==> images/metal_stack.png <==
(2 px per um) Two of the layers only.
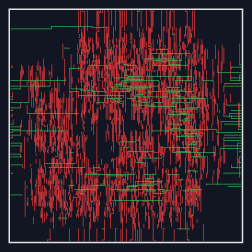
==> images/port_nets.png <==
(2 px per um)
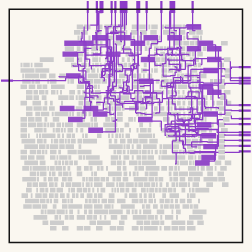
==> images/met2.png <==
(4 px per um)
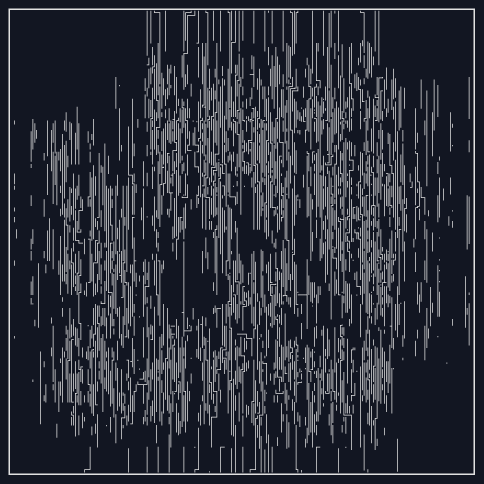
==> images/final_placement.png <==
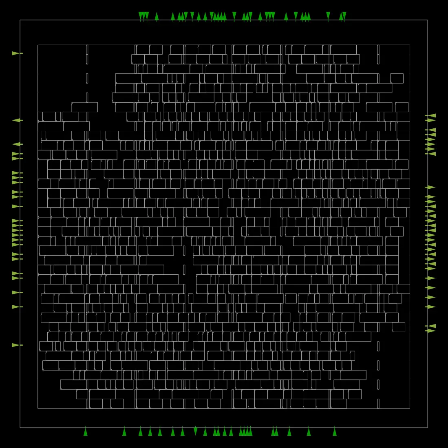
===== src/rtl/quad_encoder_gen.sv =====
// Quadrature encoder emulator: integrates a signed rate into A/B/Z waveforms with minimum edge spacing.
// Optional index output is enabled by defining ENCGEN_INDEX_EN; otherwise enc_z is tied low.
module quad_encoder_gen #(
  parameter int ACC_WIDTH = 32,
  parameter int CPR       = 2048,
  parameter int MIN_EDGE  = 4
) (
  input  logic                 clk,
  input  logic                 reset,
  input  logic                 enable,
  input  logic [ACC_WIDTH-1:0] rate,
  input  logic                 pos_load,
  input  logic [31:0]          pos_value,
  input  logic                 overrun_clr,
  output logic                 enc_a,
  output logic                 enc_b,
  output logic                 enc_z,
  output logic [31:0]          position,
  output logic [3:0]           pending,
  output logic                 overrun
);

  localparam int              GAP_W      = (MIN_EDGE > 1) ? $clog2(MIN_EDGE) : 1;
  localparam logic [GAP_W-1:0] GAP_RELOAD = GAP_W'(MIN_EDGE - 1);
  localparam logic [31:0]     POS_MAX    = 32'(CPR - 1);

  logic [ACC_WIDTH-1:0] acc;
  logic [ACC_WIDTH:0]   sum;
  logic                 req_fwd;
  logic                 req_rev;
  logic signed [3:0]    pend_q;
  logic [GAP_W-1:0]     gap;

  logic                 emit;
  logic                 emit_fwd;
  logic                 emit_rev;
  logic                 drop;
  logic [4:0]           pend_sum;
  logic [3:0]           pend_next;
  logic [GAP_W-1:0]     gap_next;
  logic [31:0]          pos_next;
  logic                 overrun_next;

  // The sign-extended add at ACC_WIDTH+1 bits exposes carry (rate>0) and borrow (rate<0) in the top bit.
  always_comb begin
    // NOTE: every variable gets a default first so no path through this block can infer a latch.
    sum     = {1'b0, acc} + {rate[ACC_WIDTH-1], rate};
    req_fwd = enable && sum[ACC_WIDTH] && !rate[ACC_WIDTH-1];
    req_rev = enable && sum[ACC_WIDTH] &&  rate[ACC_WIDTH-1];

    emit     = (gap == '0) && (pend_q != 4'sd0);
    emit_fwd = emit && !pend_q[3];
    emit_rev = emit &&  pend_q[3];

    // A same-direction request into a full queue is lost unless a step drains it this cycle.
    drop = !emit && ((req_fwd && pend_q == 4'sd7) || (req_rev && pend_q == -4'sd7));

    pend_sum = {pend_q[3], pend_q}
             + (req_fwd  ? 5'd1 : 5'd0) - (req_rev  ? 5'd1 : 5'd0)
             - (emit_fwd ? 5'd1 : 5'd0) + (emit_rev ? 5'd1 : 5'd0);

    pend_next = drop ? pend_q : pend_sum[3:0];
    gap_next  = emit ? GAP_RELOAD : ((gap != '0) ? gap - 1'b1 : '0);
    pos_next  = position;
    if (emit_fwd) pos_next = (position == POS_MAX) ? 32'd0 : position + 32'd1;
    if (emit_rev) pos_next = (position == 32'd0) ? POS_MAX : position - 32'd1;
    overrun_next = overrun;

    // Load overrides any step or request in the same cycle.
    if (pos_load) begin
      pend_next = 4'd0;
      gap_next  = GAP_RELOAD;
      pos_next  = pos_value;
    end

    if (drop && !pos_load) overrun_next = 1'b1;
    else if (overrun_clr)  overrun_next = 1'b0;
  end

  always_ff @(posedge clk) begin
    // NOTE: non-blocking assignments so every register samples the pre-edge values of the others.
    if (reset) begin
      acc      <= '0;
      pend_q   <= '0;
      gap      <= '0;
      position <= '0;
      enc_a    <= 1'b0;
      enc_b    <= 1'b0;
      overrun  <= 1'b0;
    end else begin
      if (enable) acc <= sum[ACC_WIDTH-1:0];
      pend_q   <= pend_next;
      gap      <= gap_next;
      position <= pos_next;
      enc_a    <= pos_next[1] ^ pos_next[0];
      enc_b    <= pos_next[1];
      overrun  <= overrun_next;
    end
  end

`ifdef ENCGEN_INDEX_EN
  always_ff @(posedge clk) begin
    if (reset) enc_z <= 1'b1;
    else       enc_z <= (pos_next == 32'd0);
  end
`else
  assign enc_z = 1'b0;
`endif

  assign pending = pend_q;

endmodule


===== config.mk =====
export PLATFORM = sky130hd
export DESIGN_NAME = quad_encoder_gen
export DESIGN_NICKNAME = d
export VERILOG_FILES = /design/src/rtl/quad_encoder_gen.sv
export SDC_FILE = /design/constraint.sdc
export NUM_CORES = 1
export LEC_CHECK = 0
export CORE_MARGIN = 5
export CORE_UTILIZATION = 56
export CTS_BUF_LIST = sky130_fd_sc_hd__clkbuf_8
export DETAILED_ROUTE_END_ITERATION = 10
export PLACE_DENSITY = 0.84
export SLEW_MARGIN = 25
export SYNTH_ARGS = -nofsm -noshare
export SYNTH_HDL_FRONTEND = slang
export SYNTH_SLANG_ARGS = --single-unit

===== constraint.sdc =====
create_clock -name clk -period 5.14 [get_ports clk]
set_input_delay 0.771 -clock clk [delete_from_list [all_inputs] [get_ports clk]]
set_output_delay 0.771 -clock clk [all_outputs]
set_load 0.05 [all_outputs]

==> results.txt <==
flow finished, numbers: worst-case clock buffer depth 2, DRT Pass-1 Iters 5, Top-area cell share 22.95%, Arr. time, crit path 5.20 ns, Max Clk Rate 0.2036 GHz, final setup skew 0.01083 ns, busiest metal layer after global routing met2, Die Span X 115.9 um, Reg-to-Reg End pending[3], M3 GR Usage 3.708%, synth warn 0, post-route minimum period 4.912 ns, crit path cell chain clkdlybuf4s50_1 -> ha_1 -> fa_1 -> a211oi_1 -> nor3_1 -> a221oi_2 -> a21boi_1 -> a2111oi_0 -> buf_4 -> nor2_1 -> o22ai_1 -> a22o_1 -> ha_1 -> inv_1 -> ha_1 -> inv_1 -> fa_1 -> xnor2_1 -> a311o_1 -> o31ai_1, Die Height 115.9 um, slew margin rel. 42.33%, CTS tree done, drt wl/cell 17.68 um, Comb. pwr 1.22 mW, Net count, final 1016, Sw Pwr 1.076 mW, Post-Synth Adder-Cell Area 8.725%, metal2 WL 8.868 mm, pre-CTS setup slack -0.2042 ns, startpoint types input pin, run status finished clean, PwrDens 321.4 nW/um^2, Met3 Routed Length 1.390 mm, Syn Area/Cell 7.577 sq um, Filler Cells Inserted 926, root buf cell clkbuf_8, worst path bufs/invs 4, mux frac, synth 2.749%, critical path's slowest cell a2111oi_0, Clock Power 0.448 mW, Logic family by area AND-OR/OR-AND gates, Finish-stage setup viols 0, clock buffer count 12, antenna-violating nets left 0, P_seq 0.748 mW, hold-fix buffers at CTS 0, area fraction in and, or, nand and nor cells after synthesis 24.56%, unrepaired setup endpoints after global routing no, combinational share of power 50.5%, H-tree depth 3, Seq/total area 19.15%, Pwr Total 2.419 mW, clk cell area share 2.560%, total wire length 18.56 mm, Lkg Pwr 2.948 nW, number of synthesized register bits 72, critical path peak fanout 3, largest net degree at the start of global routing 59, worst setup path class input pin to flop, Syn Inst Count 829, yosys xor share 6.554%, Clock transition at path regs 0.08 ns, GRT Total Usage 27.46%, Area Growth Syn to Fin 19.84%, crit path launch rate[0], met2 usage 45.22%, Top FF cell, synth dfxtp_1, placed cell count 1034, Critical Path Max Stage Delay 0.43 ns, met1 usage 35.91%, Highest Signal Layer met4, Critical Path End Type flop, non-clk buf share 15.49%, Synth Cell Area 6281 sq um, Fin. Hold Viols 0, Worst Max-Slew Pin Slew 0.8650 ns, Synth area leader dfxtp_1, DR iter-0 viols 736, Inverters 34, Slew Limit Fails 0, EDFF count, synth 0, full die area 13430 sq um, Synth Area in Compound Gates 27.53%, vias in the first global route 6439, MI comb area 4424 sq um, dominant logic cell type in the layout clkdlybuf4s50_1, Antenna Cells 0, Worst Reg2Reg Path Length in Cells 19, Net Sw Frac 44.47%, Worst Hold Endpoint acc[25], Setup crit end pending[3], largest class combinational gates, MI comb cells 667, register area 1441 sq um, logic share of the area 58.78%, ys async rst share 0%, OpenROAD warnings 29, Top power group combinational logic, Post-Layout Cell Count 1050, max FFs per register 32, cell with the most instances after synthesis nor2_1, Top reg by flops acc, FF-to-FF setup slack 0.73 ns, Top cells by area dfxtp_1 23%, ha_1 7.8%, a21oi_1 5.7%, Initial Util 57.44%, setup bufs post-CTS 0, final worst setup slack 0.2277 ns, Well Taps 140, worst hold margin 0.4667 ns, share of cells above drive strength 1 6.593%, GR Overflow Total 0, Post-DP HPWL 13.67 mm, Top cells excl fill/tap 105 x clkdlybuf4s50_1, 78 x nor2_1, 74 x nand2_1, 72 x dfxtp_1, 71 x a21oi_1, Seq/Total Area, Yosys 22.95%, CP delay by family, top AND-OR/OR-AND gates, Placer Congestion 1.010, Peak VDD IR 0.2324 mV, fin area 7527 sq um, Layout Utilization 68.83%, Flop pwr share 30.9%, vias per cell 6.476, Distinct lib cells used 83, Top cell by count, worst path ha_1, IO Pins 109, clk_lat worst skew 0.37 ns, Worst Hold Class flop to flop, Synth top cells by count 78 x nor2_1, 74 x nand2_1, 72 x dfxtp_1, clock group share of total power 18.5%, Final Cycle Share 95.57%, cell count in the Yosys report 829, initial antenna violation count 0, post_cts resized 0, met1 WL 7.807 mm, flop count 72, critical path required time 5.43 ns
-- metal_stack.png (at the start) --
legend:
  red:
    layer: met2
    wire_length: 8870 um
  green:
    layer: met3
    wire_length: 1390 um

-- port_nets.png (at the start) --
legend:
  purple:
    port: `position`
    bits: 32
    direction: output
    edge: 18 top, 13 right, 1 left
    end_cells: 32
    buffers: 32
    wire: 2470 um

-- met2.png (at the start) --
nets with wire on the layer: 887
main direction: vertical
share of all routed wire: 48%
longest straight run: 37.7 um

-- final_placement.png (at the start) --
core area: 10940 sq um
FP Rows: 38

Power is estimated from default activity; no workload was simulated.
